[src/rtl/decodificador_quadratura.sv]
// Quadrature encoder decoder: synchronizes and debounces phases A/B, then turns
// Gray-code steps into single-cycle acrescer/decrecer pulses and flags illegal jumps.
module decodificador_quadratura #(
  parameter int DEBOUNCE_CYCLES = 4,
  parameter int CNT_W           = 8
) (
  input  logic clk,
  input  logic rst_n,
  input  logic enc_a,
  input  logic enc_b,
  input  logic limpar_erro,
  output logic acrescer,
  output logic decrecer,
  output logic erro,
  output logic erro_sticky
);

  typedef enum logic {ST_INIT, ST_RUN} state_t;

  localparam int                INIT_W    = CNT_W + 1;
  localparam logic [CNT_W-1:0]  DB_LAST   = CNT_W'(DEBOUNCE_CYCLES - 1);
  localparam logic [INIT_W-1:0] INIT_LAST = INIT_W'(DEBOUNCE_CYCLES + 1);

  // Phase vectors are indexed [1] = A, [0] = B so {a,b} reads naturally.
  logic [1:0]        r_s1;
  logic [1:0]        r_s2;
  logic [1:0]        r_filt;
  logic [1:0]        r_prev;
  logic [CNT_W-1:0]  r_cnt [2];
  logic [INIT_W-1:0] r_init_cnt;
  state_t            r_state;

  logic [1:0]        w_filt_next;
  logic [CNT_W-1:0]  w_cnt_next [2];
  state_t            w_state_next;
  logic              w_acrescer;
  logic              w_decrecer;
  logic              w_erro;

  // Debounce: a phase must disagree with its filtered value for DEBOUNCE_CYCLES
  // consecutive edges before it is accepted; INIT copies the synchronized level.
  always_comb begin
    // NOTE: every combinational output gets a default first, so no path leaves
    // a signal unassigned and no latch is inferred.
    w_filt_next = r_filt;
    for (int i = 0; i < 2; i++) begin
      w_cnt_next[i] = '0;
      if (r_state == ST_INIT) begin
        w_filt_next[i] = r_s2[i];
      end else if (r_s2[i] != r_filt[i]) begin
        if (r_cnt[i] == DB_LAST) begin
          w_filt_next[i] = r_s2[i];
        end else begin
          w_cnt_next[i] = r_cnt[i] + 1'b1;
        end
      end
    end
  end

  always_comb begin
    w_state_next = r_state;
    w_acrescer   = 1'b0;
    w_decrecer   = 1'b0;
    w_erro       = 1'b0;
    case (r_state)
      ST_INIT: begin
        if (r_init_cnt == INIT_LAST) begin
          w_state_next = ST_RUN;
        end
      end
      ST_RUN: begin
        case ({r_prev, r_filt})
          4'b00_01, 4'b01_11, 4'b11_10, 4'b10_00: w_acrescer = 1'b1;
          4'b00_10, 4'b10_11, 4'b11_01, 4'b01_00: w_decrecer = 1'b1;
          4'b00_11, 4'b11_00, 4'b01_10, 4'b10_01: w_erro     = 1'b1;
          default: ;
        endcase
      end
      default: w_state_next = ST_INIT;
    endcase
  end

  always_ff @(posedge clk or negedge rst_n) begin
    if (!rst_n) begin
      r_s1        <= '0;
      r_s2        <= '0;
      r_filt      <= '0;
      r_prev      <= '0;
      // NOTE: the two-entry counter array is reset like any other register;
      // it is state that the debounce compare reads on the first edge.
      for (int i = 0; i < 2; i++) begin
        r_cnt[i] <= '0;
      end
      r_init_cnt  <= '0;
      r_state     <= ST_INIT;
      acrescer    <= 1'b0;
      decrecer    <= 1'b0;
      erro        <= 1'b0;
      erro_sticky <= 1'b0;
    end else begin
      // NOTE: sequential state uses non-blocking assignments so every register
      // samples the pre-edge values, which is what makes the 2-FF chain a chain.
      r_s1   <= {enc_a, enc_b};
      r_s2   <= r_s1;
      r_filt <= w_filt_next;
      for (int i = 0; i < 2; i++) begin
        r_cnt[i] <= w_cnt_next[i];
      end
      // Keeping prev aligned with the filtered pair during INIT means the
      // power-up level never looks like a step once RUN starts.
      r_prev     <= (r_state == ST_INIT) ? r_s2 : r_filt;
      r_init_cnt <= (r_state == ST_INIT) ? r_init_cnt + 1'b1 : r_init_cnt;
      r_state    <= w_state_next;
      acrescer   <= w_acrescer;
      decrecer   <= w_decrecer;
      erro       <= w_erro;
      if (w_erro) begin
        erro_sticky <= 1'b1;
      end else if (limpar_erro) begin
        erro_sticky <= 1'b0;
      end
    end
  end

endmodule

[config.mk]
export PLATFORM = sky130hd
export DESIGN_NAME = decodificador_quadratura
export DESIGN_NICKNAME = d
export VERILOG_FILES = /design/src/rtl/decodificador_quadratura.sv
export SDC_FILE = /design/constraint.sdc
export NUM_CORES = 1
export LEC_CHECK = 0
export ABC_AREA = 1
export CORE_MARGIN = 1.5
export CORE_UTILIZATION = 40
export CTS_BUF_LIST = sky130_fd_sc_hd__clkbuf_16
export DETAILED_ROUTE_END_ITERATION = 12
export HOLD_SLACK_MARGIN = 0.06
export PLACE_DENSITY = 0.66
export SLEW_MARGIN = 25
export SYNTH_ARGS = -nofsm -noshare
export SYNTH_HDL_FRONTEND = slang
export SYNTH_SLANG_ARGS = --single-unit
[constraint.sdc]
create_clock -name clk -period 3.3 [get_ports clk]
set_input_delay 0.66 -clock clk [delete_from_list [all_inputs] [get_ports clk]]
set_output_delay 0.66 -clock clk [all_outputs]
set_load 0.05 [all_outputs]
Figure 1. Placement view.
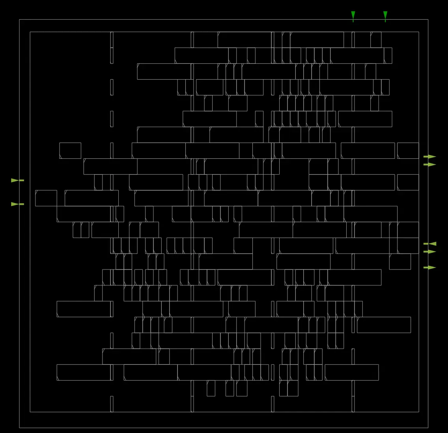
fillers: 409
Post-Layout Cell Count: 284
Well-Tap Cells: 52

Figure 2. Metal layers overlaid.
Scale: 4 px per um. Two of the layers only.
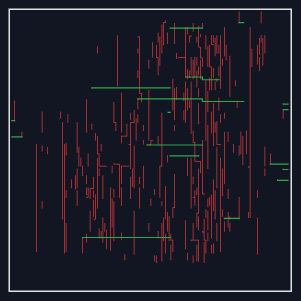
| layer | color | wire length |
|---|---|---|
| M3 | green | 125 um |
| M2 | red | 1230 um |
Total Routing Usage GR: 13.4%
wire length reported by the detailed router: 2800 um
final routed wire length divided by cell count: 9.86 um

Figure 3. Signal wires on met2.
Scale: 6 px per um.
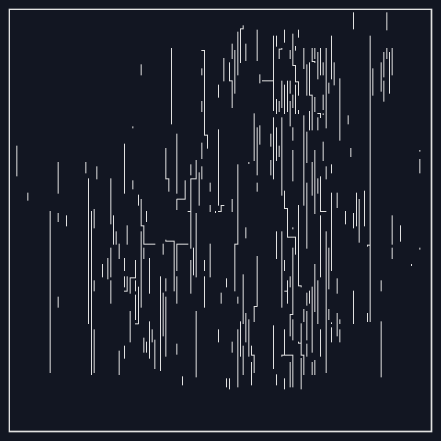
share of all routed wire: 44%
main direction: vertical
wire length on this layer: 1230 um
longest straight run: 47.6 um
nets with wire on the layer: 166
via count: 1284
global-route track usage on met2: 20.8%

Figure 4. I/O nets highlighted.
Scale: 4 px per um.
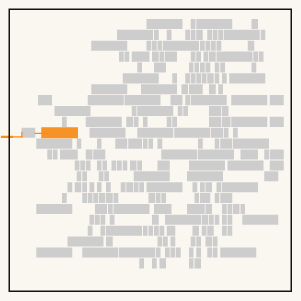
| port | color | direction | edge | end cells | wire |
|---|---|---|---|---|---|
| enc_b | orange | input | left | 1 | 6.90 um |
input/output buffers: 8
top-level port count: 9

Figure 5. Gate families picked out.
Scale: 6 px per um.
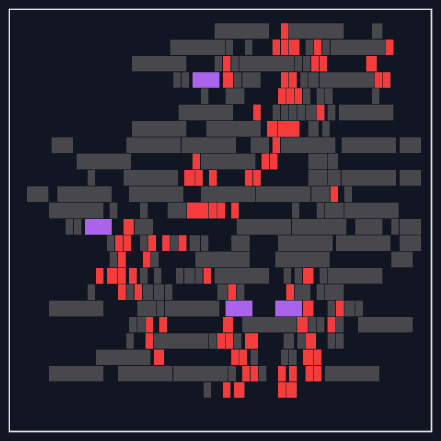
| family | color | cells | most used |
|---|---|---|---|
| nand cells | red | 81 | nand2_1 |
| fa/ha/maj cells | purple | 4 | ha_1 |
most common logic cell in the routed design: sky130_fd_sc_hd__nand2_1
combinational share of cell area: 34.5%

==> flow_summary.ini <==
; physical design summary
[route]
met3_wirelength_um = 125
drt_iter0_drc = 136
vias_per_cell = 4.52
antenna_left = 0

[cts]
cts-resized-gates = 0
cts_tree = built
tritoncts_num_sinks = 38
ctsHoldBuffers = 0
clockBufferDepth = 2

[final_timing]
fmaxAchievable_mhz = 483
clock_skew_ns = 0.00248
fin_hold_ws_ns = 0.346
maxSlewViolCount = 0

[placement]
place.detailed.instances = 276
detailedPlacementHpwl_um = 1890
placed_area_um2 = 1920
dp_slack_ns = 1.52

[yosys]
top_cell_area_share_pct = 52.7
top_cells_by_area = sky130_fd_sc_hd__dfrtp_1 (53%), sky130_fd_sc_hd__nand2_1 (13%), sky130_fd_sc_hd__nor2_1 (7.7%)
synth.top_cells.by_count = sky130_fd_sc_hd__nand2_1 (62), sky130_fd_sc_hd__dfrtp_1 (38), sky130_fd_sc_hd__nor2_1 (37), sky130_fd_sc_hd__inv_1 (29), sky130_fd_sc_hd__nand3_1 (16)
synth.cellmix.simpleShare_pct = 27.1
top_count_cell_post_synth = sky130_fd_sc_hd__nand2_1
post_synth_main_logic_family = simple AND/OR/NAND/NOR gates
yosys.area.top_type = sky130_fd_sc_hd__dfrtp_1
ys_seq_elements = 38
xor_area_share_pct = 5.34
post_synth.cell_area_avg_um2 = 8.20
compound_area_share_pct = 4.09

[layout]
inverters = 31
fin_nets = 240
final_core_util_pct = 47.2
nClkBuffers = 5
antenna-diode-count = 0
clkCellAreaFrac_pct = 6.70
final-seq-area_um2 = 951
regMostFlops = r_cnt
seq-cell-share_pct = 46.3
layout_top_cells_excl_fill_tap = sky130_fd_sc_hd__nand2_1 (62), sky130_fd_sc_hd__dfrtp_1 (38), sky130_fd_sc_hd__nor2_1 (37), sky130_fd_sc_hd__inv_1 (30), sky130_fd_sc_hd__nand3_1 (16)

[critical_path]
reg2reg_to = r_init_cnt[8]
worstRegToRegCells = 6
cpLargestDelayFamily = buffers and inverters
setup.worst_path.class = flip-flop to output port
reg2reg_from = r_state
timing.critical_path.buf_inv = 1
critical_path.endpoint_type = output port

[power_and_ir_drop]
cellInternalPower_mw = 0.965
pwr.group.combinational_mw = 0.372
p_seq_mw = 0.616
total_power_mw = 1.43
top_power_group = sequential cells

[global_routing]
met3_usage_pct = 5.19

[run]
warning_count = 27

[status]
run_status = finished clean

[floorplan]
rows = 24
